==> run_1/clk_routes.png <==
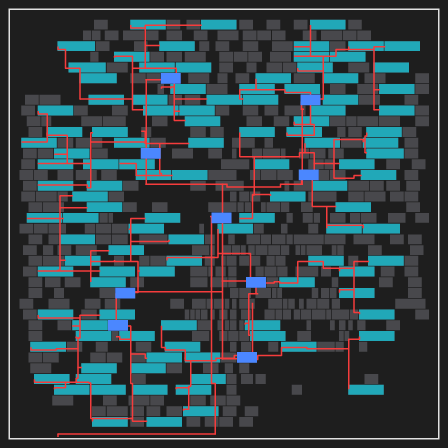
==> run_1/sizes.png <==
The bar under the picture is 20 µm long.
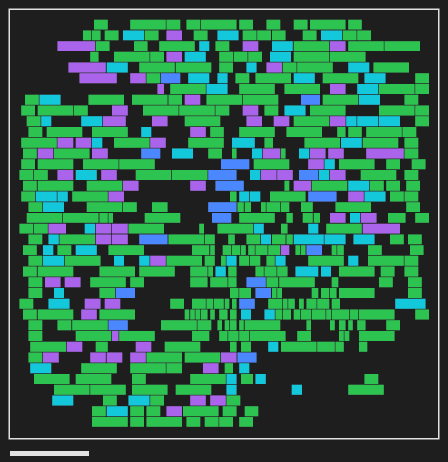
==> run_1/metal_density.png <==
22 x 22 tiles, from dark blue (low) to red (high), scaled to the fullest tile. Values are wire area over tile area, all layers added.
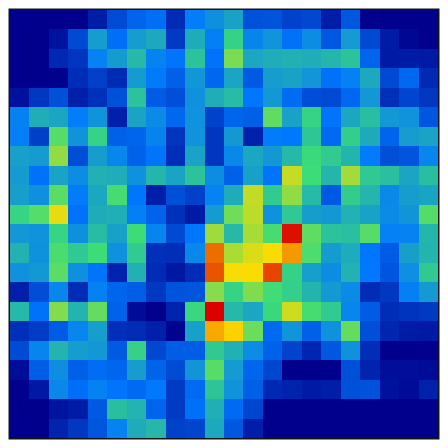
==> run_1/placement.png <==
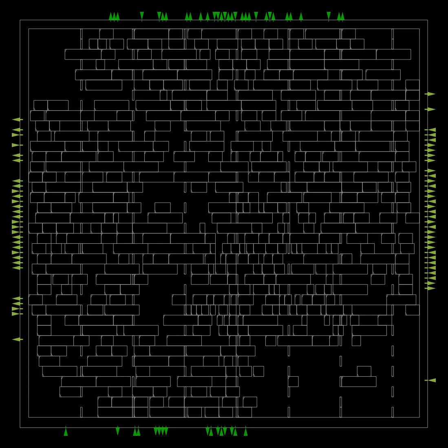
--- src/rtl/gem_fiber_pkg.sv ---
// Shared constants and state type for the GEM trigger fiber receive deframer.
// Two 32-bit words per 56-bit frame: word A = data[55:24], word B = {data[23:0], separator K-code}.
package gem_fiber_pkg;

  localparam logic [7:0]  K_BC      = 8'hBC;
  localparam logic [7:0]  K_F7      = 8'hF7;
  localparam logic [7:0]  K_FB      = 8'hFB;
  localparam logic [7:0]  K_FD      = 8'hFD;
  localparam logic [7:0]  K_FC      = 8'hFC;

  localparam logic [31:0] IDLE_WORD = 32'h50BC50BC;
  localparam logic [3:0]  IDLE_ISK  = 4'b0101;
  localparam logic [3:0]  ISK_A     = 4'b0000;
  localparam logic [3:0]  ISK_B     = 4'b0001;

  typedef enum logic [1:0] {
    HUNT   = 2'd0,
    CHECK  = 2'd1,
    LOCKED = 2'd2
  } state_t;

  function automatic logic is_frame_sep(input logic [7:0] b);
    return (b == K_BC) || (b == K_F7) || (b == K_FB) || (b == K_FD) || (b == K_FC);
  endfunction

endpackage

--- src/rtl/gem_rx_word_class.sv ---
// Combinational classifier of one decoded receive word (idle / good A / good B).
// Zero latency, no state; flow control is the caller's concern.
module gem_rx_word_class
  import gem_fiber_pkg::*;
(
  input  logic [31:0] i_data,
  input  logic [3:0]  i_isk,
  input  logic [3:0]  i_err,
  output logic        o_is_idle,
  output logic        o_good_a,
  output logic        o_good_b,
  output logic        o_sep_valid
);

  logic w_no_err;

  assign w_no_err    = (i_err == 4'b0000);
  assign o_sep_valid = is_frame_sep(i_data[7:0]);
  assign o_is_idle   = w_no_err && (i_data == IDLE_WORD) && (i_isk == IDLE_ISK);
  assign o_good_a    = w_no_err && (i_isk == ISK_A);
  assign o_good_b    = w_no_err && (i_isk == ISK_B) && o_sep_valid;

endmodule

--- src/rtl/gem_fiber_in.sv ---
// GEM fiber deframer: phase hunt, lock qualification, frame reassembly; GEM_VALID 1 cycle after word B, no backpressure.
// Optional bad-frame counter ERR_CNT is built only when GEM_FIBER_IN_ERRCNT_EN is defined.
module gem_fiber_in
  import gem_fiber_pkg::*;
#(
  parameter int LOCK_FRAMES = 4,
  parameter int LOSS_FRAMES = 2
) (
  input  logic        TRG_CLK80,
  input  logic        TRG_RST_N,
  input  logic [31:0] RX_DATA,
  input  logic [3:0]  RX_ISK,
  input  logic [3:0]  RX_ERR,
  output logic [55:0] GEM_DATA,
  output logic        GEM_VALID,
  output logic        GEM_OVERFLOW,
  output logic [7:0]  FRM_SEP,
  output logic        RX_SYNC,
`ifdef GEM_FIBER_IN_ERRCNT_EN
  output logic        LINK_IDLE,
  output logic [15:0] ERR_CNT
`else
  output logic        LINK_IDLE
`endif
);

  localparam logic [3:0] LP_LOCK = 4'(LOCK_FRAMES);
  localparam logic [3:0] LP_LOSS = 4'(LOSS_FRAMES);

  state_t      r_state;
  logic        r_expect_b;
  logic        r_a_ok;
  logic [31:0] r_hold;
  logic [3:0]  r_good_cnt;
  logic [3:0]  r_bad_cnt;

  logic        w_idle, w_good_a, w_good_b, w_sep_valid, w_frame_ok;
  logic [3:0]  w_good_next, w_bad_next;

  gem_rx_word_class u_class (
    .i_data      (RX_DATA),
    .i_isk       (RX_ISK),
    .i_err       (RX_ERR),
    .o_is_idle   (w_idle),
    .o_good_a    (w_good_a),
    .o_good_b    (w_good_b),
    .o_sep_valid (w_sep_valid)
  );

  assign w_frame_ok  = r_a_ok && w_good_b && w_sep_valid;
  assign w_good_next = (r_good_cnt == 4'hF) ? 4'hF : r_good_cnt + 4'd1;
  assign w_bad_next  = (r_bad_cnt  == 4'hF) ? 4'hF : r_bad_cnt  + 4'd1;

  always_ff @(posedge TRG_CLK80 or negedge TRG_RST_N) begin
    if (!TRG_RST_N) begin
      r_state      <= HUNT;
      r_expect_b   <= 1'b0;
      r_a_ok       <= 1'b0;
      r_hold       <= '0;
      r_good_cnt   <= '0;
      r_bad_cnt    <= '0;
      GEM_DATA     <= '0;
      GEM_VALID    <= 1'b0;
      GEM_OVERFLOW <= 1'b0;
      FRM_SEP      <= K_BC;
      RX_SYNC      <= 1'b0;
      LINK_IDLE    <= 1'b0;
    end else begin
      GEM_VALID <= 1'b0;
      LINK_IDLE <= w_idle;
      // Idle overrides everything: the far end has stopped framing.
      if (w_idle) begin
        r_state    <= HUNT;
        r_good_cnt <= '0;
        r_bad_cnt  <= '0;
        RX_SYNC    <= 1'b0;
      end else begin
        case (r_state)
          HUNT: begin
            if (w_good_b) begin
              r_state    <= CHECK;
              r_expect_b <= 1'b0;
              r_good_cnt <= '0;
            end
          end
          CHECK: begin
            if (!r_expect_b) begin
              if (w_good_a) begin
                r_hold     <= RX_DATA;
                r_expect_b <= 1'b1;
              end else begin
                r_state <= HUNT;
              end
            end else if (w_good_b) begin
              r_expect_b <= 1'b0;
              r_good_cnt <= w_good_next;
              if (w_good_next >= LP_LOCK) begin
                r_state   <= LOCKED;
                r_bad_cnt <= '0;
                RX_SYNC   <= 1'b1;
              end
            end else begin
              r_state <= HUNT;
            end
          end
          LOCKED: begin
            // Phase free-runs here; data never re-derives it.
            r_expect_b <= !r_expect_b;
            if (!r_expect_b) begin
              r_hold <= RX_DATA;
              r_a_ok <= w_good_a;
            end else if (w_frame_ok) begin
              GEM_VALID    <= 1'b1;
              GEM_DATA     <= {r_hold, RX_DATA[31:8]};
              FRM_SEP      <= RX_DATA[7:0];
              GEM_OVERFLOW <= (RX_DATA[7:0] == K_FC);
              r_bad_cnt    <= '0;
            end else begin
              r_bad_cnt <= w_bad_next;
              if (w_bad_next >= LP_LOSS) begin
                r_state    <= HUNT;
                r_good_cnt <= '0;
                r_bad_cnt  <= '0;
                RX_SYNC    <= 1'b0;
              end
            end
          end
          default: r_state <= HUNT;
        endcase
      end
    end
  end

`ifdef GEM_FIBER_IN_ERRCNT_EN
  logic w_err_evt;

  assign w_err_evt = !w_idle &&
                     (((r_state == CHECK) && (r_expect_b ? !w_good_b : !w_good_a)) ||
                      ((r_state == LOCKED) && r_expect_b && !w_frame_ok));

  always_ff @(posedge TRG_CLK80 or negedge TRG_RST_N) begin
    if (!TRG_RST_N) begin
      ERR_CNT <= '0;
    end else if (w_err_evt && (ERR_CNT != 16'hFFFF)) begin
      ERR_CNT <= ERR_CNT + 16'd1;
    end
  end
`endif

endmodule

--- config.mk ---
export PLATFORM = sky130hd
export DESIGN_NAME = gem_fiber_in
export DESIGN_NICKNAME = d
export VERILOG_FILES = /design/src/rtl/gem_fiber_pkg.sv /design/src/rtl/gem_rx_word_class.sv /design/src/rtl/gem_fiber_in.sv
export SDC_FILE = /design/constraint.sdc
export NUM_CORES = 1
export LEC_CHECK = 0
export CORE_MARGIN = 2
export CORE_UTILIZATION = 45
export DETAILED_ROUTE_END_ITERATION = 6
export HOLD_SLACK_MARGIN = 0.02
export PLACE_DENSITY = 0.73
export REMOVE_ABC_BUFFERS = 1
export SETUP_SLACK_MARGIN = 0.2
export SLEW_MARGIN = 10
export SYNTH_ARGS = -nofsm -noshare
export SYNTH_HDL_FRONTEND = slang
export SYNTH_SLANG_ARGS = --single-unit
--- constraint.sdc ---
create_clock -name TRG_CLK80 -period 2.6 [get_ports TRG_CLK80]
set_clock_uncertainty 0.05 [all_clocks]
set_input_delay 0.52 -clock TRG_CLK80 [delete_from_list [all_inputs] [get_ports TRG_CLK80]]
set_output_delay 0.52 -clock TRG_CLK80 [all_outputs]
set_load 0.03 [all_outputs]
==> flow.log, run 1 <==
[flow] summary of implementation run
[metrics] terminating pin of the worst hold path: r_hold[8]
[metrics] worst supply voltage drop on vdd: 0.2419 mV
[metrics] die outline height: 108.4 µm
[metrics] setup-violating endpoint count in the final report: 0
[metrics] P per Cell Area: 477.4 nW/µm²
[metrics] number of remaining DRC errors: 0
[metrics] TritonCTS clock tree: built
[metrics] cells on worst reg2reg path: 9
[metrics] logic share of the area: 30.06%
[metrics] mi-comb count: 210
[metrics] pin count of the biggest net entering global routing: 45
[metrics] total negative setup slack: 0 ps
[metrics] Final Instance Area: 6681 µm²
[metrics] element type at the critical path start: primary input
[metrics] top fanout value on the critical path: 16
[metrics] Largest cells by area: sky130_fd_sc_hd__dfrtp_1, sky130_fd_sc_hd__mux2_2, sky130_fd_sc_hd__mux2_4
[metrics] Vias per Instance: 5.129
[metrics] worst setup timing slack at the placement stage: -178.4 ps
[metrics] fin. max-slew vios: 0
[metrics] critical path's slowest cell: sky130_fd_sc_hd__clkdlybuf4s50_1
[metrics] critical path cell sequence: clkdlybuf4s50_1 > nor4bb_2 > nand4_1 > nor4_2 > buf_4 > nor3_4 > buf_12 > mux2_1
[metrics] fraction of power spent switching nets: 26.09%
[metrics] violation count after the first detailed-routing iteration: 121
[metrics] tool warnings: 30
[metrics] number of enable-type register cells in the synthesized netlist: 0
[metrics] routed wirelength normalized by instance count: 16.24 µm
[metrics] I/O pins: 110
[metrics] Sequential Power Share: 56.6%
[metrics] post-route total power: 3.190 mW
[metrics] P_seq: 1.81 mW
[metrics] iteration tally of the first detailed-router pass: 5
[metrics] area fraction in full adders, half adders and majority gates: 1.785%
[metrics] Critical Path RT: 2810 ps
[metrics] Sequential Area: 2809 µm²
[metrics] cells after synthesis: 342
[metrics] critical setup path kind: primary input to flip-flop
[metrics] top layer used by detailed routing: met4
[metrics] count of fill cells added during filler insertion: 844
[metrics] clkbuf count: 9
[metrics] outcome: finished clean
[metrics] cell taking the most area after synthesis: sky130_fd_sc_hd__dfrtp_1
[metrics] total number of H-tree levels: 3
[metrics] core area: 10750 µm²
[metrics] startpoint of the worst-slack reg-to-reg timing path: r_state[0]
[metrics] dominant kind of combinational cell: multiplexers
[metrics] fraction of final layout cells sized beyond drive strength 1: 32.73%
[metrics] number of global-route vias before repair: 3271
[metrics] met2 layer wire length in the routed design: 4712 µm
[metrics] final wirelength: 10310 µm
[metrics] dpl cells: 618
[metrics] Final min period: 2323 ps
[metrics] synthesis warning total: 0
[metrics] clock sink count: 112
[metrics] # rows: 38
[metrics] Final HPWL DP: 7462 µm
[metrics] Post-CTS Hold Fix Bufs: 1
[metrics] clock tree root buffer cell: sky130_fd_sc_hd__clkbuf_8
[metrics] complex-gate fraction of the synthesized area: 4.488%
[metrics] worst min-delay path startpoint: r_hold[8]
[metrics] tightest slew margin relative to the limit: 73.29%
[metrics] x dimension of the die: 108.4 µm
[metrics] commonest register cell after synthesis: sky130_fd_sc_hd__dfrtp_1
[metrics] number of sequential cells: 112
[metrics] post-cts repair resize count: 0
[metrics] Logic area: 2008 µm²
[metrics] Netlist Area Pre-Place: 4907 µm²
[metrics] later-pin clock latency in the skew report: 370 ps
[metrics] top cells by count, synth: sky130_fd_sc_hd__dfrtp_1, sky130_fd_sc_hd__mux2_2, sky130_fd_sc_hd__mux2_4, sky130_fd_sc_hd__nand2_1, sky130_fd_sc_hd__nor2_1
[metrics] Largest register FFs: 56
[metrics] dominant cell by count in the synthesized netlist: sky130_fd_sc_hd__dfrtp_1
[metrics] post-CTS setup-driven buffer insertion count: 0
[metrics] worst hold path depth: 1
[metrics] number of buffers on the longest clock path: 2
[metrics] achievable frequency: 430.5 MHz
[metrics] total clock network power: 0.966 mW
[metrics] count of plain and timing-repair buffers in the layout: 151
[metrics] distinct cell type count after synthesis: 51
[metrics] capture point of the worst reg-to-reg path: r_state[0]
[metrics] global routing met3 resource utilization: 4.641%
[metrics] number of logic inverters in the finished layout: 6
[metrics] GRT Max-Usage Layer: met2
[metrics] setup repair after global routing missed its margin: true
[metrics] RePlAce Congestion: 0.8680
[metrics] metal1 wirelength: 4793 µm
[metrics] synthesis area per yosys: 4907 µm²
[metrics] Mux area share: 25.24%
[metrics] Floorplan Utilization: 45.67%
[metrics] clock share of power: 30.3%
[metrics] antenna-violating nets left: 0
[metrics] largest class: sequential cells
[metrics] final global-route overflow total: 0
[metrics] sw power: 0.8322 mW
[metrics] Flops after synth: 112
[metrics] Final Hold Violating Endpoints: 0
[metrics] internal power of the cells: 2.357 mW
[metrics] number of antenna violations at the first check in global routing: 0
[metrics] number of maximum-capacitance violations: 0
[metrics] met3 wire len: 617 µm
[metrics] register name with the most flops: GEM_DATA
[metrics] via total after detailed routing: 3257
[metrics] mean post-synth cell area: 14.35 µm²
[metrics] CP arrival: 2530 ps
[metrics] transition time at the pin with the least slew margin: 400.7 ps
[metrics] FFs w/ async S/R, synth: 100.0%
Back to the opening pictures, clk_routes.png:
red -> clock wires  # length 1260 µm
blue -> clock drivers  # count 9
cyan -> flip-flops  # count 112
flops lie = widely spread

Back to the opening pictures, sizes.png:
green -> _0 and _1 cells  # cells 333, share 67%
purple -> _2 cells  # cells 67, share 14%, most used mux2_2
cyan -> _3 and _4 cells  # cells 77, share 16%
blue -> _6 and larger  # cells 18, share 3.6%, most used clkbuf_8

Back to the opening pictures, metal_density.png:
emptiest ninth of the die = bottom right
fullest tile = 0.52
mean over tiles = 0.14
nearly empty tiles = 9.9%

Back to the opening pictures, placement.png:
count of inserted tapcells: 140
Post-Route Utilization: 62.18%
non-filler instance count after layout: 635
Seq/total area: 42.04%

==> run_1/flops_by_reg.png <==
The bar under the picture is 20 µm long. Other sequential cells in the stronger grey, the rest of the logic in the fainter grey.
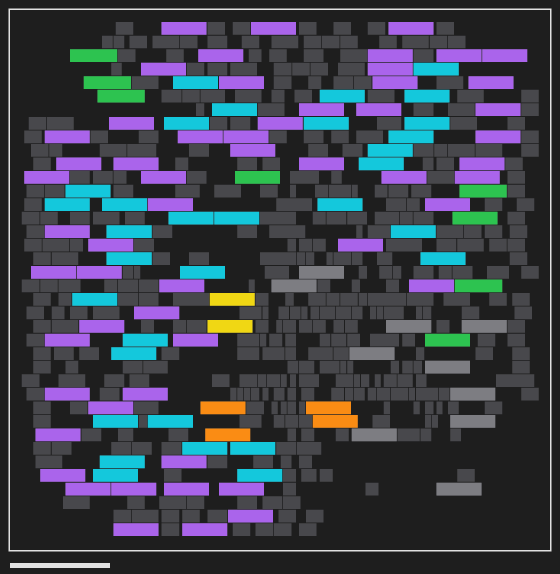

==> run 1 -> run 2 <==
PLACE_DENSITY = 0.75   (was 0.73)
SETUP_SLACK_MARGIN = 0.05   (was 0.2)
clock period = 2.1 ns   (was 2.6 ns; I/O delays follow)
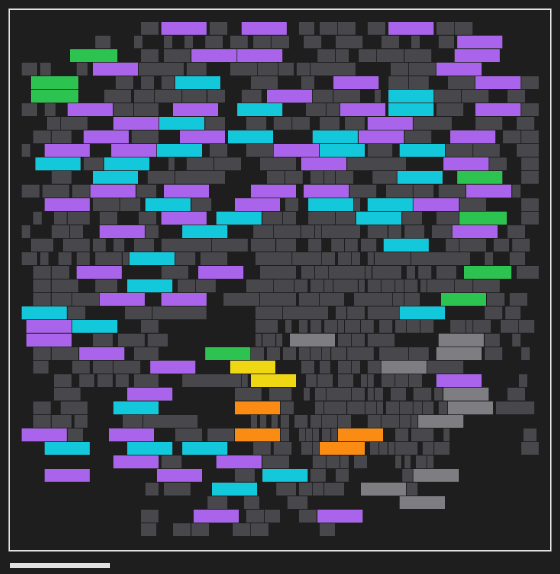
(run_2/flops_by_reg.png)
The bar under the picture is 20 µm long. Other sequential cells in the stronger grey, the rest of the logic in the fainter grey.
orange -> r_good_cnt  # flops 4, where bottom middle
green -> FRM_SEP  # flops 8
purple -> GEM_DATA  # flops 56, where widely spread
yellow -> r_state  # flops 2
cyan -> r_hold  # flops 32
not coloured = 10

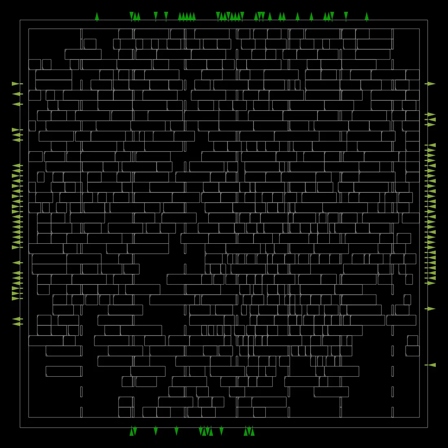
(run_2/placement.png)
Seq/total area: 38.85%
count of fill cells added during filler insertion: 766
Post-Route Utilization: 67.28%
# rows: 38

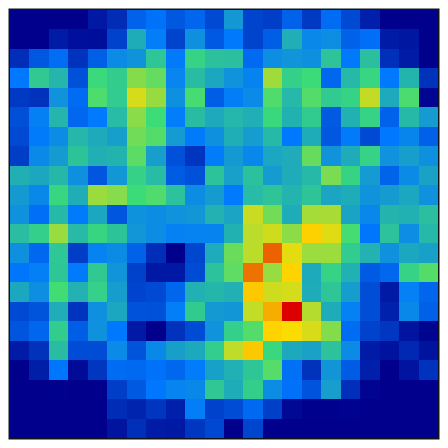
(run_2/metal_density.png)
22 x 22 tiles, from dark blue (low) to red (high), scaled to the fullest tile. Values are wire area over tile area, all layers added.
mean over tiles = 0.16
nearly empty tiles = 11%
tiles over half the peak = 12%
fullest tile = 0.55

==> run 2 against run 1 <==
Design area increased by 8.2%. Highest routed layer unchanged. Global-route usage increased by 3.2 points. Non-clock buffer count increased by 32. Sequential share of layout area decreased by 3.2 points. Worst setup slack got worse by 210 ps. Power increased by 33%.
==> flow.log, run 2 <==
[flow] summary of implementation run
[metrics] fraction of final layout cells sized beyond drive strength 1: 42.50% (+9.8 points)
[metrics] Pwr top: sequential cells
[metrics] clock share of power: 33.0% (+2.7 points)
[metrics] cells after synthesis: 342 (unchanged)
[metrics] most common logic cells in the final layout: sky130_fd_sc_hd__dfrtp_1, sky130_fd_sc_hd__clkdlybuf4s50_1, sky130_fd_sc_hd__buf_4, sky130_fd_sc_hd__mux2_4, sky130_fd_sc_hd__mux2_2
[metrics] area overhead of the layout relative to synthesis: 47.32%
[metrics] FFs w/ async S/R, synth: 100.0% (unchanged)
[metrics] count of plain and timing-repair buffers in the layout: 183 (+21%)
[metrics] cell taking the most area after synthesis: sky130_fd_sc_hd__dfrtp_1
[metrics] Mux area share: 25.24% (unchanged)
[metrics] routed wirelength normalized by instance count: 18.08 µm (+11%)
[metrics] pin count of the biggest net entering global routing: 47 (+4.4%)
[metrics] cells on worst reg2reg path: 8 (-1)
[metrics] met2 layer wire length in the routed design: 6065 µm (+29%)
[metrics] mi-comb count: 210 (unchanged)
[metrics] worst hold path depth: 2 (+1)
[metrics] largest class: sequential cells
[metrics] complex-gate fraction of the synthesized area: 4.488% (unchanged)
[metrics] I/O pins: 110 (unchanged)
[metrics] Final HPWL DP: 7730 µm (+3.6%)
[metrics] GRT Max-Usage Layer: met2
[metrics] most prevalent standard cell on the critical path: sky130_fd_sc_hd__buf_4
[metrics] commonest register cell after synthesis: sky130_fd_sc_hd__dfrtp_1
[metrics] worst setup timing slack at the placement stage: -691.6 ps (-513.2 ps)
[metrics] critical path's slowest cell: sky130_fd_sc_hd__dfrtp_1
[metrics] P_seq: 2.24 mW (+24%)
[metrics] post-route total power: 4.230 mW (+33%)
[metrics] Floorplan Utilization: 45.67% (unchanged)
[metrics] final global-route overflow total: 0 (unchanged)
[metrics] Sequential Power Share: 53.0% (-3.6 points)
[metrics] terminating pin of the worst hold path: GEM_DATA[4]
[metrics] setup repair after global routing missed its margin: true
[metrics] top layer used by detailed routing: met4
[metrics] x dimension of the die: 108.4 µm (unchanged)
[metrics] global-route wire length before repair: 19350 µm
[metrics] TritonCTS clock tree: built
[metrics] number of sequential cells: 112 (unchanged)
[metrics] met3 wire len: 717 µm (+16%)
[metrics] kind of cell adding the most delay to the critical path: buffers and inverters
[metrics] RePlAce Congestion: 0.8923 (+2.8%)
[metrics] metal1 wirelength: 5148 µm (+7.4%)
[metrics] number of remaining DRC errors: 0 (unchanged)
[metrics] Logic area: 2198 µm² (+9.5%)
[metrics] core area: 10750 µm² (unchanged)
[metrics] dominant kind of combinational cell: multiplexers
[metrics] top fanout value on the critical path: 8 (-8)
[metrics] dpl cells: 627 (+1.5%)
[metrics] number of global-route vias before repair: 3683 (+13%)
[metrics] via total after detailed routing: 3486 (+7.0%)
[metrics] fraction of power spent switching nets: 24.58% (-1.5 points)
[metrics] number of buffers on the longest clock path: 2 (unchanged)
[metrics] CP arrival: 2230 ps (-300 ps)
[metrics] Netlist Area Pre-Place: 4907 µm² (unchanged)
[metrics] setup-violating endpoint count in the final report: 0 (unchanged)
[metrics] Flops after synth: 112 (unchanged)
[metrics] mean post-synth cell area: 14.35 µm² (unchanged)
[metrics] number of antenna violations at the first check in global routing: 0 (unchanged)
[metrics] largest registers: GEM_DATA: 56 flops, r_hold: 32 flops, FRM_SEP: 8 flops
[metrics] Final Hold Violating Endpoints: 0 (unchanged)
[metrics] synthesis area per yosys: 4907 µm² (unchanged)
[metrics] outcome: finished clean
[metrics] capturing element of the worst setup path: GEM_DATA[43]
[metrics] sw power: 1.040 mW (+25%)
[metrics] die outline height: 108.4 µm (unchanged)
[metrics] total negative setup slack: 0 ps (unchanged)
[metrics] tightest slew margin relative to the limit: 67.27% (-6.0 points)
[metrics] violation count after the first detailed-routing iteration: 138 (+14%)
[metrics] number of maximum-capacitance violations: 0 (unchanged)
[metrics] clock sink count: 112 (unchanged)
[metrics] number of enable-type register cells in the synthesized netlist: 0 (unchanged)
[metrics] total clock network power: 1.40 mW (+45%)
[metrics] post-CTS setup-driven buffer insertion count: 11 (+11)
[metrics] proportion of final cell area spent on non-clock buffers: 25.06%
[metrics] LEAKAGE: 3.651 nW
[metrics] top cells by count, synth: sky130_fd_sc_hd__dfrtp_1, sky130_fd_sc_hd__mux2_2, sky130_fd_sc_hd__mux2_4, sky130_fd_sc_hd__nand2_1, sky130_fd_sc_hd__nor2_1
[metrics] logic share of the area: 30.41% (+0.35 points)
[metrics] tool warnings: 30 (unchanged)
[metrics] Largest cells by area: sky130_fd_sc_hd__dfrtp_1, sky130_fd_sc_hd__mux2_2, sky130_fd_sc_hd__mux2_4
[metrics] total global-route track usage: 21.42%
[metrics] Vias per Instance: 5.226 (+1.9%)
[metrics] placed cell areas: 6528 µm²
[metrics] transition time at the pin with the least slew margin: 491.0 ps (+90.28 ps)
[metrics] Post-CTS Hold Fix Bufs: 1 (unchanged)
[metrics] P per Cell Area: 585.1 nW/µm² (+23%)
[metrics] dominant cell by count in the synthesized netlist: sky130_fd_sc_hd__dfrtp_1
[metrics] clkbuf count: 12 (+3)
[metrics] Final #Nets: 571
[metrics] number of logic inverters in the finished layout: 6 (unchanged)
[metrics] count of inserted tapcells: 140 (unchanged)
[metrics] register name with the most flops: GEM_DATA
[metrics] worst min-delay path startpoint: RX_DATA[12]
[metrics] antenna-violating nets left: 0 (unchanged)
[metrics] Sequential Area: 2809 µm² (unchanged)
[metrics] global routing met3 resource utilization: 6.028% (+1.4 points)
[metrics] final wirelength: 12060 µm (+17%)
[metrics] worst supply voltage drop on vdd: 0.3049 mV (+26%)
[metrics] highest-count logic cell in the final layout: sky130_fd_sc_hd__dfrtp_1
[metrics] total number of H-tree levels: 3 (unchanged)
[metrics] internal power of the cells: 3.190 mW (+35%)
[metrics] later-pin clock latency in the skew report: 370 ps (about the same)
[metrics] non-filler instance count after layout: 667 (+5.0%)
[metrics] clock tree root buffer cell: sky130_fd_sc_hd__clkbuf_8
[metrics] distinct cell type count after synthesis: 51 (unchanged)
[metrics] Final min period: 2032 ps
[metrics] Largest register FFs: 56 (unchanged)
[metrics] Critical Path RT: 2300 ps (-510 ps)
[metrics] capture point of the worst reg-to-reg path: GEM_DATA[43]
[metrics] iteration tally of the first detailed-router pass: 4 (-1)
[metrics] fin. max-slew vios: 0 (unchanged)
[metrics] critical setup path kind: flip-flop to flip-flop
[metrics] critical path cell sequence: buf_4 > buf_4 > ha_4 > buf_4 > nand4_4 > buf_12 > bufbuf_16 > mux2_2
[metrics] area fraction in full adders, half adders and majority gates: 1.785% (unchanged)
[metrics] Final Instance Area: 7229 µm² (+8.2%)
[metrics] startpoint of the worst-slack reg-to-reg timing path: r_state[1]
[metrics] element type at the critical path start: flip-flop
[metrics] Hold Crit Class: primary input to flip-flop
[metrics] post-cts repair resize count: 104 (+104)
[metrics] achievable frequency: 492.2 MHz
[metrics] proportion of power drawn by combinational gates: 14.0%
[metrics] synthesis warning total: 0 (unchanged)
No activity file was given, so power comes from the tool's default toggle rates.
